Run 1, the clock network:
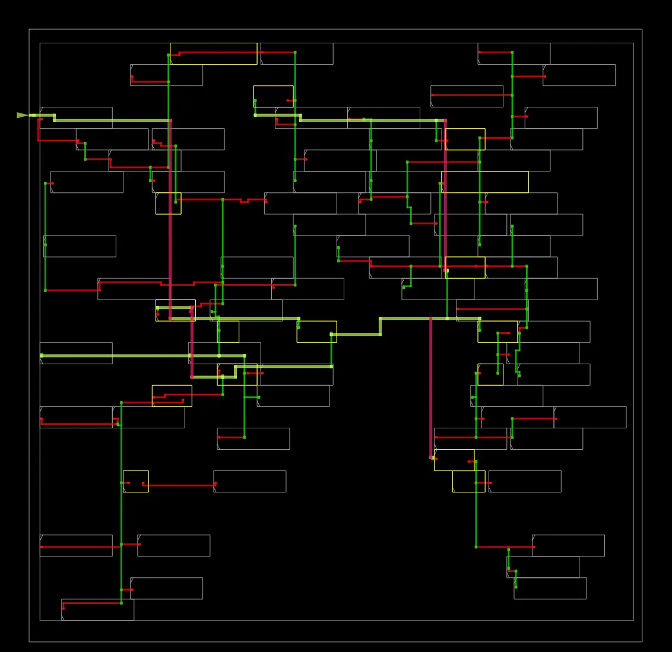
Run 1, placement by cell class:
(4 px per um) Fill, decap, tap and diode cells in gray.
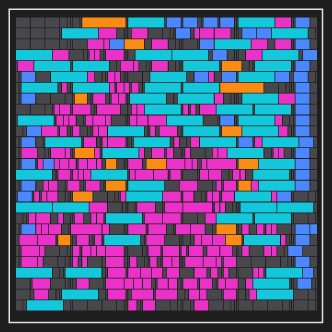
Run 1, pin placement:
(4 px per um) Pins as bars across the die edge, other pins in gray.
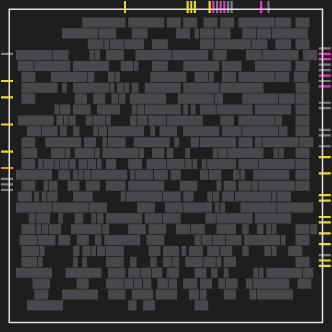
==> config.mk <==
export PLATFORM = sky130hd
export DESIGN_NAME = block_scan_controller
export DESIGN_NICKNAME = d
export VERILOG_FILES = /design/src/rtl/jpeg_pkg.sv /design/src/rtl/block_addr_gen.sv /design/src/rtl/block_scan_controller.sv
export SDC_FILE = /design/constraint.sdc
export NUM_CORES = 1
export LEC_CHECK = 0
export CAP_MARGIN = 20
export CORE_MARGIN = 1
export CORE_UTILIZATION = 56
export CTS_BUF_LIST = sky130_fd_sc_hd__clkbuf_8
export CTS_CLUSTER_DIAMETER = 50
export DETAILED_ROUTE_END_ITERATION = 8
export PLACE_DENSITY = 0.79
export SYNTH_ARGS = -nofsm -noshare
export SYNTH_HDL_FRONTEND = slang
export SYNTH_SLANG_ARGS = --single-unit
==> constraint.sdc <==
create_clock -name Clock -period 5.95 [get_ports Clock]
set_input_delay 1.19 -clock Clock [delete_from_list [all_inputs] [get_ports Clock]]
set_output_delay 1.19 -clock Clock [all_outputs]
set_load 0.005 [all_outputs]
==> Changelog: implementation, run 1 <==
### Implementation results

- WP depth: 9
- Hold WS: 353.4 ps
- Hold_buf cts: 0
- Seq power: 593 uW
- Sequential cell area: 0.001551 sq mm
- Initial antenna violation count: 0
- Setup Viol. Count Final: 0
- Largest type area fraction: 48.06%
- Crit start category: register
- Clock-cell share of area: 5.771%
- Synth top cell by count: dfrtp_1
- Setup Fix Bufs, Post-CTS: 0
- DP HPWL: 4429 um
- Final Power: 1.520 mW
- Flop count: 62
- Fraction of area in multi-input gates: 40.21%
- YS warnings: 0
- Number of non-clock buffers in the layout: 47
- Most used cell, CP: ha_1
- Status: finished clean
- Leading register cell type out of synthesis: dfrtp_1
- F_max: 341.5 MHz
- RSZ-0062 raised after global routing: false
- Worst path arrival time: 3130 ps
- Yosys cell types: 49
- Leading cell kind: multi-input combinational cells
- Logic area: 0.001595 sq mm
- Combinational Power: 506 uW
- R2R cell count: 9
- Mapped Cells: 292
- CP endpoint kind: register
- Non-clock buffering overhead: 11.61%
- Number of flip-flops in the largest register: 19
- Leading power group: registers
- DIE AREA: 0.006072 sq mm
- Aggregate routed wire length: 6158 um
- Avg WL per Cell: 14.70 um
- Router iterations before antenna repair: 4
- DRC violations left: 0
- Vias: 2322
- Hold Path Stages: 0
- Antenna viol nets, final: 0
- # fillers: 430
- Clock buffers: 9
- Syn Nets: 334
- PD cells: 383.2 mW/mm^2
- Most instantiated cells after synthesis: 62 x dfrtp_1, 30 x nand2_1, 27 x ha_1
## Picture notes: 'the clock network'
TritonCTS sink count: 62
Worst Clk Skew: 10.64 ps

## Picture notes: 'placement by cell class'
[blue] remaining buffers and delay cells | cells: 47
[magenta] remaining logic cells | cells: 222
[cyan] registers | cells: 62
[orange] clock drivers and dummy loads | cells: 16
Seq area share: 39.10%
final instance area: 0.003968 sq mm
final core occ: 71.61%
Core Area: 0.005540 sq mm
row count: 27

## Picture notes: 'pin placement'
[magenta] Mem_Data | pins: 8 | direction: input | edge: 4 north, 4 east
[orange] Ready_In | pins: 1 | direction: input | edge: west
[yellow] Mem_Addr | pins: 19 | direction: output | edge: 10 east, 5 north, 4 west
Port Buffers: 45
Die Y-Extent: 77.93 um
die span in x: 77.93 um

## run 1: kinds of logic after synthesis
| kind of cell | synth area share [%] |
|---|---|
| buffers and inverters | 2.519 |
| adder cells (fa/ha/maj) | 11.71 |
| XOR/XNOR | 5.697 |
| AND/OR/NAND/NOR | 14.61 |
| flip-flops | 48.06 |
| AND-OR/OR-AND | 10.27 |
| multiplexers | 7.132 |
## run 1: metrics by stage
step                      util (%)  setup WS (ps)  std cells
after floorplan                  -           3291        292
after global placement       67.48           2903        403
after detailed placement     67.48           2866        403
after CTS                    71.61           3024        419
after global routing         71.61           2869        419
final                        71.61           3022        419
## run 1: metal layers
metal  part of all wire [%]  global-route usage, %
met1                     45                  28.30
met2                     50                  40.71
met3                    4.2                  5.176
met4                    1.4                  7.222
met5                      0                      0
Run 1, routed clock nets over the placement:
(8 px per um)
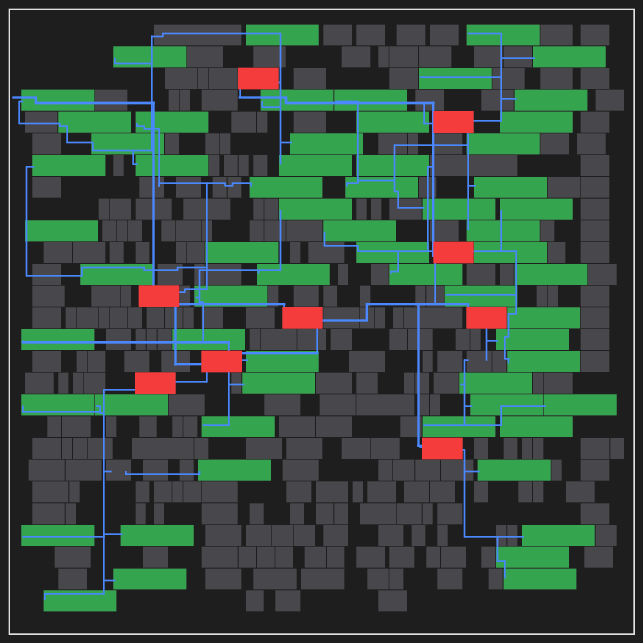

==> run 2, diff against run 1 <==
==> constraint.sdc (replaced) <==
create_clock -name Clock -period 2.7 [get_ports Clock]
set_input_delay 0.54 -clock Clock [delete_from_list [all_inputs] [get_ports Clock]]
set_output_delay 0.54 -clock Clock [all_outputs]
set_load 0.005 [all_outputs]
Run 2, routed clock nets over the placement:
(8 px per um)
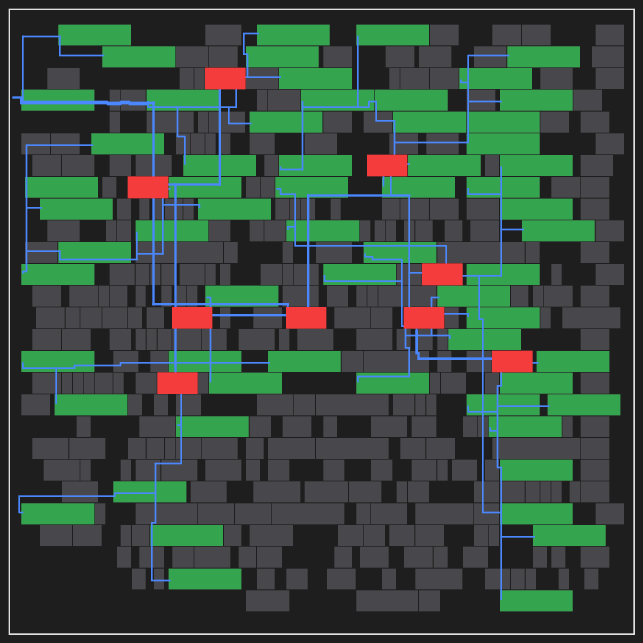
[red] clock-net drivers | count: 9
[blue] clock wires | length: 722 um
[green] flip-flops | count: 62
flops lie: all over the die
Worst Clk Skew: 10.27 ps
clk pwr: 991 uW

Run 2, pin placement:
(4 px per um) Pins as bars across the die edge, other pins in gray.
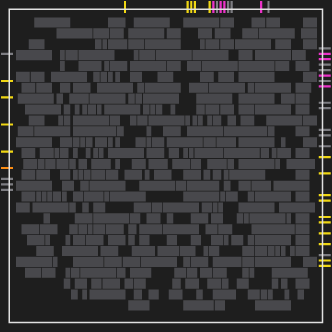
[yellow] Mem_Addr | pins: 19 | direction: output | edge: 10 east, 5 north, 4 west
[orange] Ready_In | pins: 1 | direction: input | edge: west
[magenta] Mem_Data | pins: 8 | direction: input | edge: 4 north, 4 east
all pins by edge: 24 east, 13 north, 9 west

==> Changelog: implementation, run 2 <==
### Implementation results

- Port Buffers: 45
- Simple-Gate Area Share: 14.61%
- Final Power: 3.547 mW
- Seq power: 1.28 mW
- Largest logic family: simple AND/OR/NAND/NOR gates
- Crit start category: register
- Combinational Power: 1.27 mW
- Syn Nets: 334
- CP endpoint kind: register
- Yosys adder share: 11.71%
- Final instance area: 0.004168 sq mm
- Placed cell count: 413
- Die span in x: 77.93 um
- Vias: 2378
- Status: finished clean
- Avg WL per Cell: 15.45 um
- DP HPWL: 4560 um
- Setup Fix Bufs, Post-CTS: 0
- Final core occ: 75.23%
- Antenna viol nets, final: 0
run 2: cell types whose count changed in the layout (fill, tap and decap cells not counted), sizes merged:
cell	before	now
buf	3	13
bufinv	2	3
clkinv	2	4
clkinvlp	1	0
inv	13	11
run 2: per-layer routing:
metal  up-vias  part of all wire [%]  GRT usage, %
met5         -                     0             0
met4         0                   1.2         6.296
met3         9                   4.3         5.529
met2        63                    51         41.42
met1      1164                    44         29.61
li1       1142                     -             -
run 2: final cells by class:
type | count | area (sq um)
inverter | 11 | 41.29
sequential | 62 | 1551
clock inverter | 7 | 121.4
multi-input combinational | 211 | 1692
tap | 72 | 90.09
fill | 394 | 1373
clock buffer | 9 | 123.9
timing repair buffer | 57 | 548.0
Power and IR drop assume default switching activity.
